## src/rtl/lsu_ctrl_pkg.sv

```systemverilog
// rtl/lsu_ctrl_pkg.sv - shared funct3 codes, FSM states and access-size decode for the LSU
//
// Purpose: common types and decode helpers used by lsu_ctrl and lsu_lane.
// Ports:   none (package).

package lsu_ctrl_pkg;

    localparam logic [2:0] F3_LD       = 3'b011;
    localparam logic [2:0] F3_LWU      = 3'b110;
    localparam logic [2:0] F3_LOAD_BAD = 3'b111;

    typedef enum logic [2:0] {
        ST_IDLE    = 3'd0,
        ST_RD      = 3'd1,
        ST_RD_WAIT = 3'd2,
        ST_WR      = 3'd3,
        ST_RESP    = 3'd4
    } lsu_state_e;

    // funct3[1:0] encodes the access size for both loads and stores.
    typedef enum logic [1:0] {
        SZ_B = 2'd0,
        SZ_H = 2'd1,
        SZ_W = 2'd2,
        SZ_D = 2'd3
    } lsu_size_e;

    function automatic lsu_size_e size_of(input logic [2:0] funct3);
        return lsu_size_e'(funct3[1:0]);
    endfunction

    // Encodings with no meaning for this XLEN are rejected before any memory access.
    function automatic logic is_illegal(input logic we, input logic [2:0] funct3,
                                        input logic is64);
        logic bad;
        if (we) begin
            bad = funct3[2] || (!is64 && (funct3[1:0] == 2'b11));
        end else begin
            bad = (funct3 == F3_LOAD_BAD) ||
                  (!is64 && ((funct3 == F3_LD) || (funct3 == F3_LWU)));
        end
        return bad;
    endfunction

    function automatic logic is_misaligned(input logic [2:0] funct3, input logic [2:0] low);
        logic bad;
        case (size_of(funct3))
            SZ_B:    bad = 1'b0;
            SZ_H:    bad = low[0];
            SZ_W:    bad = |low[1:0];
            default: bad = |low;
        endcase
        return bad;
    endfunction

    // Byte-lane mask for an access of the given size at offset 0.
    function automatic logic [7:0] lane_mask(input lsu_size_e sz);
        logic [7:0] m;
        case (sz)
            SZ_B:    m = 8'h01;
            SZ_H:    m = 8'h03;
            SZ_W:    m = 8'h0F;
            default: m = 8'hFF;
        endcase
        return m;
    endfunction

endpackage

```

## src/rtl/lsu_lane.sv

```systemverilog
// rtl/lsu_lane.sv - byte-lane extract/extend for loads and lane merge for sub-word stores
//
// Purpose: pure combinational lane logic.
// Ports:
//   off        in   ALIGN_W  byte offset within the word
//   funct3     in   3        access funct3 (size in [1:0], unsigned-load flag in [2])
//   word       in   XLEN     word read from memory
//   wdata      in   XLEN     right-justified store data
//   load_data  out  XLEN     selected lane, sign- or zero-extended
//   store_word out  XLEN     word with the addressed lanes replaced by wdata

module lsu_lane
    import lsu_ctrl_pkg::*;
#(
    parameter int XLEN    = 32,
    parameter int ALIGN_W = 2
) (
    input  logic [ALIGN_W-1:0] off,
    input  logic [2:0]         funct3,
    input  logic [XLEN-1:0]    word,
    input  logic [XLEN-1:0]    wdata,
    output logic [XLEN-1:0]    load_data,
    output logic [XLEN-1:0]    store_word
);

    localparam int NB = XLEN / 8;

    logic [XLEN-1:0] word_sh;
    logic [XLEN-1:0] wdata_sh;
    logic [7:0]      mask8;
    logic [NB-1:0]   bmask;

    always_comb begin
        // Bring the addressed lane down to bit 0 before extension.
        word_sh = word >> {off, 3'b000};
        case (size_of(funct3))
            SZ_B:    load_data = funct3[2] ? XLEN'(word_sh[7:0])
                                           : XLEN'($signed(word_sh[7:0]));
            SZ_H:    load_data = funct3[2] ? XLEN'(word_sh[15:0])
                                           : XLEN'($signed(word_sh[15:0]));
            SZ_W:    load_data = funct3[2] ? XLEN'(word_sh[31:0])
                                           : XLEN'($signed(word_sh[31:0]));
            default: load_data = word_sh;
        endcase

        // Only bytes inside the access are taken from wdata; the rest pass through.
        mask8    = lane_mask(size_of(funct3)) << off;
        bmask    = NB'(mask8);
        wdata_sh = wdata << {off, 3'b000};
        store_word = word;
        for (int i = 0; i < NB; i++) begin
            if (bmask[i]) begin
                store_word[8*i +: 8] = wdata_sh[8*i +: 8];
            end
        end
    end

endmodule

```

## src/rtl/lsu_ctrl.sv

```systemverilog
// rtl/lsu_ctrl.sv - load/store sequencer between the MEM stage and a word-wide memory
//
// Purpose: accepts one access per handshake, checks it, runs read / read-modify-write /
//          write sequences on the memory port and returns a one-cycle response.
// Ports:
//   clock, reset_n               clock, asynchronous active-low reset
//   req_valid/req_ready          request handshake (ready only while idle)
//   req_we, req_funct3           store flag and RV funct3
//   req_addr, req_wdata          byte address, right-justified store data
//   rsp_valid, rsp_rdata, rsp_err  one-cycle response pulse, load data, error flag
//   mem_req, mem_we, mem_addr, mem_wdata  level-held memory request
//   mem_gnt, mem_rvalid, mem_rdata        memory grant and read return

module lsu_ctrl
    import lsu_ctrl_pkg::*;
#(
    parameter int XLEN    = 32,
    parameter int ALIGN_W = 2
) (
    input  logic            clock,
    input  logic            reset_n,
    input  logic            req_valid,
    output logic            req_ready,
    input  logic            req_we,
    input  logic [2:0]      req_funct3,
    input  logic [XLEN-1:0] req_addr,
    input  logic [XLEN-1:0] req_wdata,
    output logic            rsp_valid,
    output logic [XLEN-1:0] rsp_rdata,
    output logic            rsp_err,
    output logic            mem_req,
    output logic            mem_we,
    output logic [XLEN-1:0] mem_addr,
    output logic [XLEN-1:0] mem_wdata,
    input  logic            mem_gnt,
    input  logic            mem_rvalid,
    input  logic [XLEN-1:0] mem_rdata
);

    localparam logic      IS64    = (XLEN == 64);
    localparam lsu_size_e FULL_SZ = IS64 ? SZ_D : SZ_W;

    lsu_state_e      state_q, state_d;
    logic            we_q, we_d;
    logic [2:0]      funct3_q, funct3_d;
    logic [XLEN-1:0] addr_q, addr_d;
    logic [XLEN-1:0] wdata_q, wdata_d;
    logic            err_q, err_d;
    logic [XLEN-1:0] result_q, result_d;

    logic            req_ready_q, req_ready_d;
    logic            rsp_valid_q, rsp_valid_d;
    logic [XLEN-1:0] rsp_rdata_q, rsp_rdata_d;
    logic            rsp_err_q, rsp_err_d;
    logic            mem_req_q, mem_req_d;
    logic            mem_we_q, mem_we_d;
    logic [XLEN-1:0] mem_addr_q, mem_addr_d;
    logic [XLEN-1:0] mem_wdata_q, mem_wdata_d;

    logic            accept;
    logic [XLEN-1:0] lane_load;
    logic [XLEN-1:0] lane_store;

    lsu_lane #(
        .XLEN    (XLEN),
        .ALIGN_W (ALIGN_W)
    ) u_lane (
        .off        (addr_q[ALIGN_W-1:0]),
        .funct3     (funct3_q),
        .word       (mem_rdata),
        .wdata      (wdata_q),
        .load_data  (lane_load),
        .store_word (lane_store)
    );

    assign accept = req_valid && req_ready_q;

    always_comb begin
        state_d  = state_q;
        we_d     = we_q;
        funct3_d = funct3_q;
        addr_d   = addr_q;
        wdata_d  = wdata_q;
        err_d    = err_q;
        result_d = result_q;

        case (state_q)
            ST_IDLE: begin
                if (accept) begin
                    we_d     = req_we;
                    funct3_d = req_funct3;
                    addr_d   = req_addr;
                    wdata_d  = req_wdata;
                    result_d = '0;
                    err_d    = is_illegal(req_we, req_funct3, IS64) ||
                               is_misaligned(req_funct3, req_addr[2:0]);
                    if (err_d) begin
                        state_d = ST_RESP;
                    end else if (req_we && (size_of(req_funct3) == FULL_SZ)) begin
                        state_d = ST_WR;
                    end else begin
                        // Loads and sub-word stores both start with a read.
                        state_d = ST_RD;
                    end
                end
            end
            ST_RD: begin
                if (mem_gnt) begin
                    state_d = ST_RD_WAIT;
                end
            end
            ST_RD_WAIT: begin
                if (mem_rvalid) begin
                    if (we_q) begin
                        state_d = ST_WR;
                    end else begin
                        result_d = lane_load;
                        state_d  = ST_RESP;
                    end
                end
            end
            ST_WR: begin
                if (mem_gnt) begin
                    state_d = ST_RESP;
                end
            end
            ST_RESP: begin
                state_d = ST_IDLE;
            end
            default: begin
                state_d = ST_IDLE;
            end
        endcase

        // Handshake outputs follow the current state, so ready returns only after the
        // response cycle has been fully presented.
        req_ready_d = (state_q == ST_IDLE) && (state_d == ST_IDLE);
        rsp_valid_d = (state_q == ST_RESP);
        rsp_err_d   = rsp_valid_d && err_q;
        rsp_rdata_d = rsp_valid_d ? result_q : '0;

        // Memory outputs follow the next state so a request launches on the entry edge.
        mem_req_d  = (state_d == ST_RD) || (state_d == ST_WR);
        mem_we_d   = (state_d == ST_WR);
        mem_addr_d = mem_req_d ? {addr_d[XLEN-1:ALIGN_W], {ALIGN_W{1'b0}}} : '0;

        mem_wdata_d = '0;
        if (state_d == ST_WR) begin
            case (state_q)
                ST_IDLE:    mem_wdata_d = req_wdata;
                ST_RD_WAIT: mem_wdata_d = lane_store;
                default:    mem_wdata_d = mem_wdata_q;
            endcase
        end
    end

    always_ff @(posedge clock or negedge reset_n) begin
        if (!reset_n) begin
            state_q     <= ST_IDLE;
            we_q        <= 1'b0;
            funct3_q    <= '0;
            addr_q      <= '0;
            wdata_q     <= '0;
            err_q       <= 1'b0;
            result_q    <= '0;
            req_ready_q <= 1'b0;
            rsp_valid_q <= 1'b0;
            rsp_rdata_q <= '0;
            rsp_err_q   <= 1'b0;
            mem_req_q   <= 1'b0;
            mem_we_q    <= 1'b0;
            mem_addr_q  <= '0;
            mem_wdata_q <= '0;
        end else begin
            state_q     <= state_d;
            we_q        <= we_d;
            funct3_q    <= funct3_d;
            addr_q      <= addr_d;
            wdata_q     <= wdata_d;
            err_q       <= err_d;
            result_q    <= result_d;
            req_ready_q <= req_ready_d;
            rsp_valid_q <= rsp_valid_d;
            rsp_rdata_q <= rsp_rdata_d;
            rsp_err_q   <= rsp_err_d;
            mem_req_q   <= mem_req_d;
            mem_we_q    <= mem_we_d;
            mem_addr_q  <= mem_addr_d;
            mem_wdata_q <= mem_wdata_d;
        end
    end

    assign req_ready = req_ready_q;
    assign rsp_valid = rsp_valid_q;
    assign rsp_rdata = rsp_rdata_q;
    assign rsp_err   = rsp_err_q;
    assign mem_req   = mem_req_q;
    assign mem_we    = mem_we_q;
    assign mem_addr  = mem_addr_q;
    assign mem_wdata = mem_wdata_q;

endmodule

```

## config.mk

```make
export PLATFORM = sky130hd
export DESIGN_NAME = lsu_ctrl
export DESIGN_NICKNAME = d
export VERILOG_FILES = /design/src/rtl/lsu_ctrl_pkg.sv /design/src/rtl/lsu_lane.sv /design/src/rtl/lsu_ctrl.sv
export SDC_FILE = /design/constraint.sdc
export NUM_CORES = 1
export LEC_CHECK = 0
export CAP_MARGIN = 0
export CORE_ASPECT_RATIO = 0.7
export CORE_UTILIZATION = 47
export DETAILED_ROUTE_END_ITERATION = 10
export PLACE_DENSITY = 0.83
export SLEW_MARGIN = 5
export SYNTH_ARGS = -nofsm -noshare
export SYNTH_HDL_FRONTEND = slang
export SYNTH_SLANG_ARGS = --single-unit
```

## constraint.sdc

```tcl
create_clock -name clock -period 3.1 [get_ports clock]
set_input_delay 0.775 -clock clock [delete_from_list [all_inputs] [get_ports clock]]
set_output_delay 0.775 -clock clock [all_outputs]
set_load 0.005 [all_outputs]
```

==> Slide: Implementation Results <==
Synthesis and Place & Route Summary

Logic synthesis
  • Aoi share: between 10 and 15%
  • Distinct cell type count of the synthesized netlist: about 52
  • Most numerous cell in the Yosys netlist: dfrtp_1
  • Flops after synth: around 200
  • Ys cells: approximately 850
  • Post-Syn Area: approximately 9100 um2

Drt
  • DRC: 0
  • Routed Antenna Nets: 0
  • Initial drt markers: around 780

Critical path
  • Critical Path Source: mem_rdata[23]
  • CP max-delay cell: a211oi_2
  • Crit Path Class: input pin to flip-flop

Run status
  • Outcome: completed

Final timing
  • Slew Limit Headroom: approximately 30%
  • Setup violations, final: 0
  • Final hold slack: between 0.2 and 0.25 ns
  • Final Slew Violations: 0

Global route
  • Initial antenna violation count: 0

Final layout
  • ANT cells: 0

Floorplanning
  • Num tapcells: between 200 and 250
  • Core Area: around 19,000 um2

CTS
  • CTS buffer count: 20
[registers in the layout, indices dropped and copies added (netlist names)]
signal	flops
err_q	1
we_q	1
addr_q	32
req_ready	1
mem_addr	30
rsp_valid	1
funct3_q	3
mem_we	1
rsp_rdata	32
result_q	32
mem_req	1
state_q	3
wdata_q	32
mem_wdata	32
rsp_err	1
[metal layers]
metal  wire length [um]  share of wire (%)  track usage (%)  vias up
li1                   -                  -                -     3330
met1              11300                 43             40.4     3638
met2              11000                 42             37.7      442
met3               3570                 14             10.1       61
met4                590                2.2             6.82        0
met5                  0                  0                0        -
[path summary, 6_finish.rpt]
| path | end | slack [ns] | cells past startpoint |
|---|---|---|---|
| setup / recovery | result_q[21] | 0.56 | 5 |
| hold / removal | mem_wdata[4] | 0.24 | 1 |
| setup reg to reg | mem_wdata[27] | 0.67 | 5 |
| hold reg to reg | wdata_q[17] | 0.48 | 2 |
| max in group asynchronous | mem_addr[15] | 2.10 | 2 |
| min in group clock | wdata_q[17] | 0.48 | 2 |
[through the flow]
| stage | area (um2) | util, % | instances | setup WS (ns) |
|---|---|---|---|---|
| finish | 12100 | 63.7 | 1284 | 0.556 |
| CTS | 12100 | 63.7 | 1284 | 0.592 |
| floorplan | 9100 | - | 850 | 1.11 |
| global route | 12100 | 63.7 | 1284 | 0.457 |
| global placement | 11300 | 59.9 | 1248 | 0.173 |
| detailed placement | 11300 | 59.9 | 1248 | 0.0880 |
[critical path, delay by kind of cell]
| family | cells | cell delay [ns] |
|---|---|---|
| and+or+nand+nor | 1 | 0.11 |
| AOI/OAI and AO/OA | 3 | 1.46 |
| buffers and inverters | 1 | 0.61 |
[where the power goes]
part	leakage (uW)	total [uW]	internal [uW]	switching [uW]
combinational	0.00240	4330	1820	2500
sequential	0.00269	4050	3460	589
clock	0.000358	2690	1670	1020
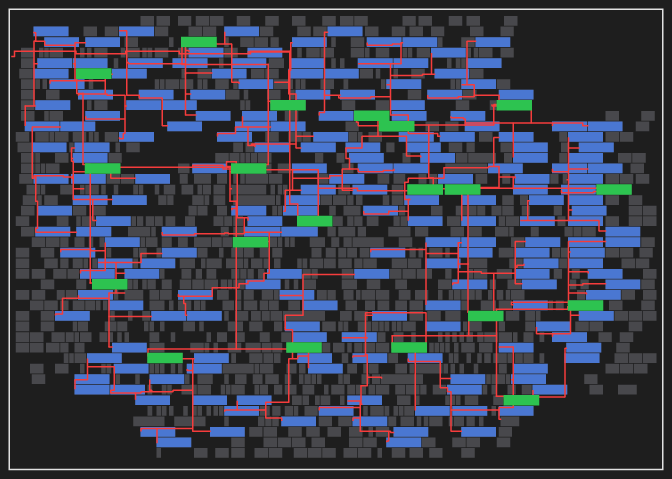
Fig. 1. Clock wires, drivers and flops.
Key: flip-flops = blue [count 203]; cells driving clock nets = green [count 20]; clock wires = red [length 2,390 um]
There are 21 routed clock nets. Position of the flops: all over the die.
P_clk: 2690 uW
clk latency late pin: 0.49 ns

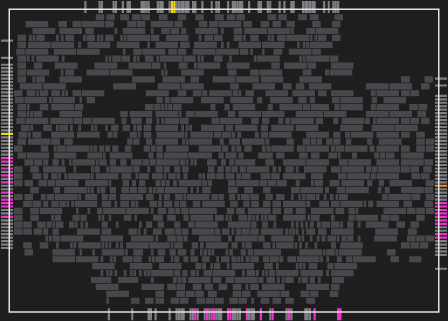
Fig. 2. Ports around the boundary.
Pins as bars across the die edge, other pins in gray.
Key: `req_funct3` = yellow [pins 3, direction input, edge 2 top, 1 left]; `rsp_valid` = orange [pins 1, direction output, edge right]; `mem_wdata` = magenta [pins 32, direction output, edge 13 bottom, 10 left, 9 right]
All pins by edge: 56 left, 56 top, 50 right, 44 bottom.
die width: 168 um
die height: 118 um

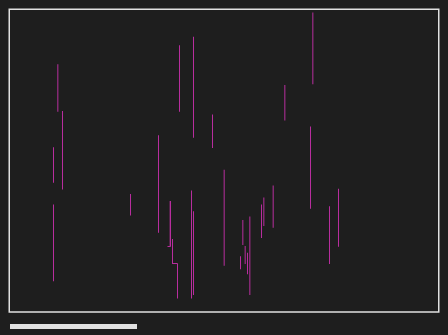
Fig. 3. Metal 4.
Scale bar: 50 um.
The longest straight run is 42.2 um. The layer carries 591 um of wire. The layer holds 2.2% of the routed length.
vias: 7,471
WL final: 26,400 um

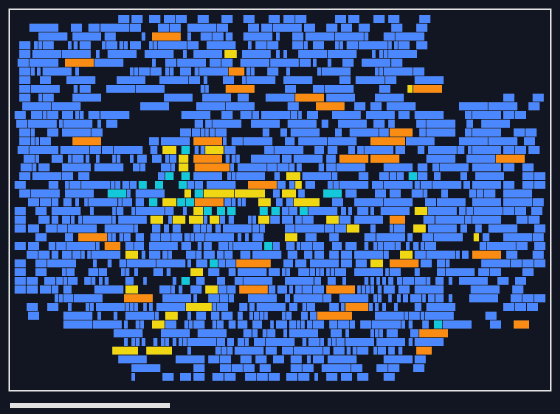
Fig. 4. Sizing map.
Scale bar: 50 um.
Key: drive 6 and up = orange [cells 32, most used clkbuf_16]; drive 1 or less = blue [cells 949, most used clkdlybuf4s50_1]; drive 3 to 4 = cyan [cells 23, most used buf_4]; drive 2 = yellow [cells 38, most used mux2_2]
Area growth, synth to finish: 32.5%
final worst slack: 0.556 ns
Design Area, Final: 12,100 um2
bufs w/o clock: 226

No activity file was given, so power comes from the tool's default toggle rates.
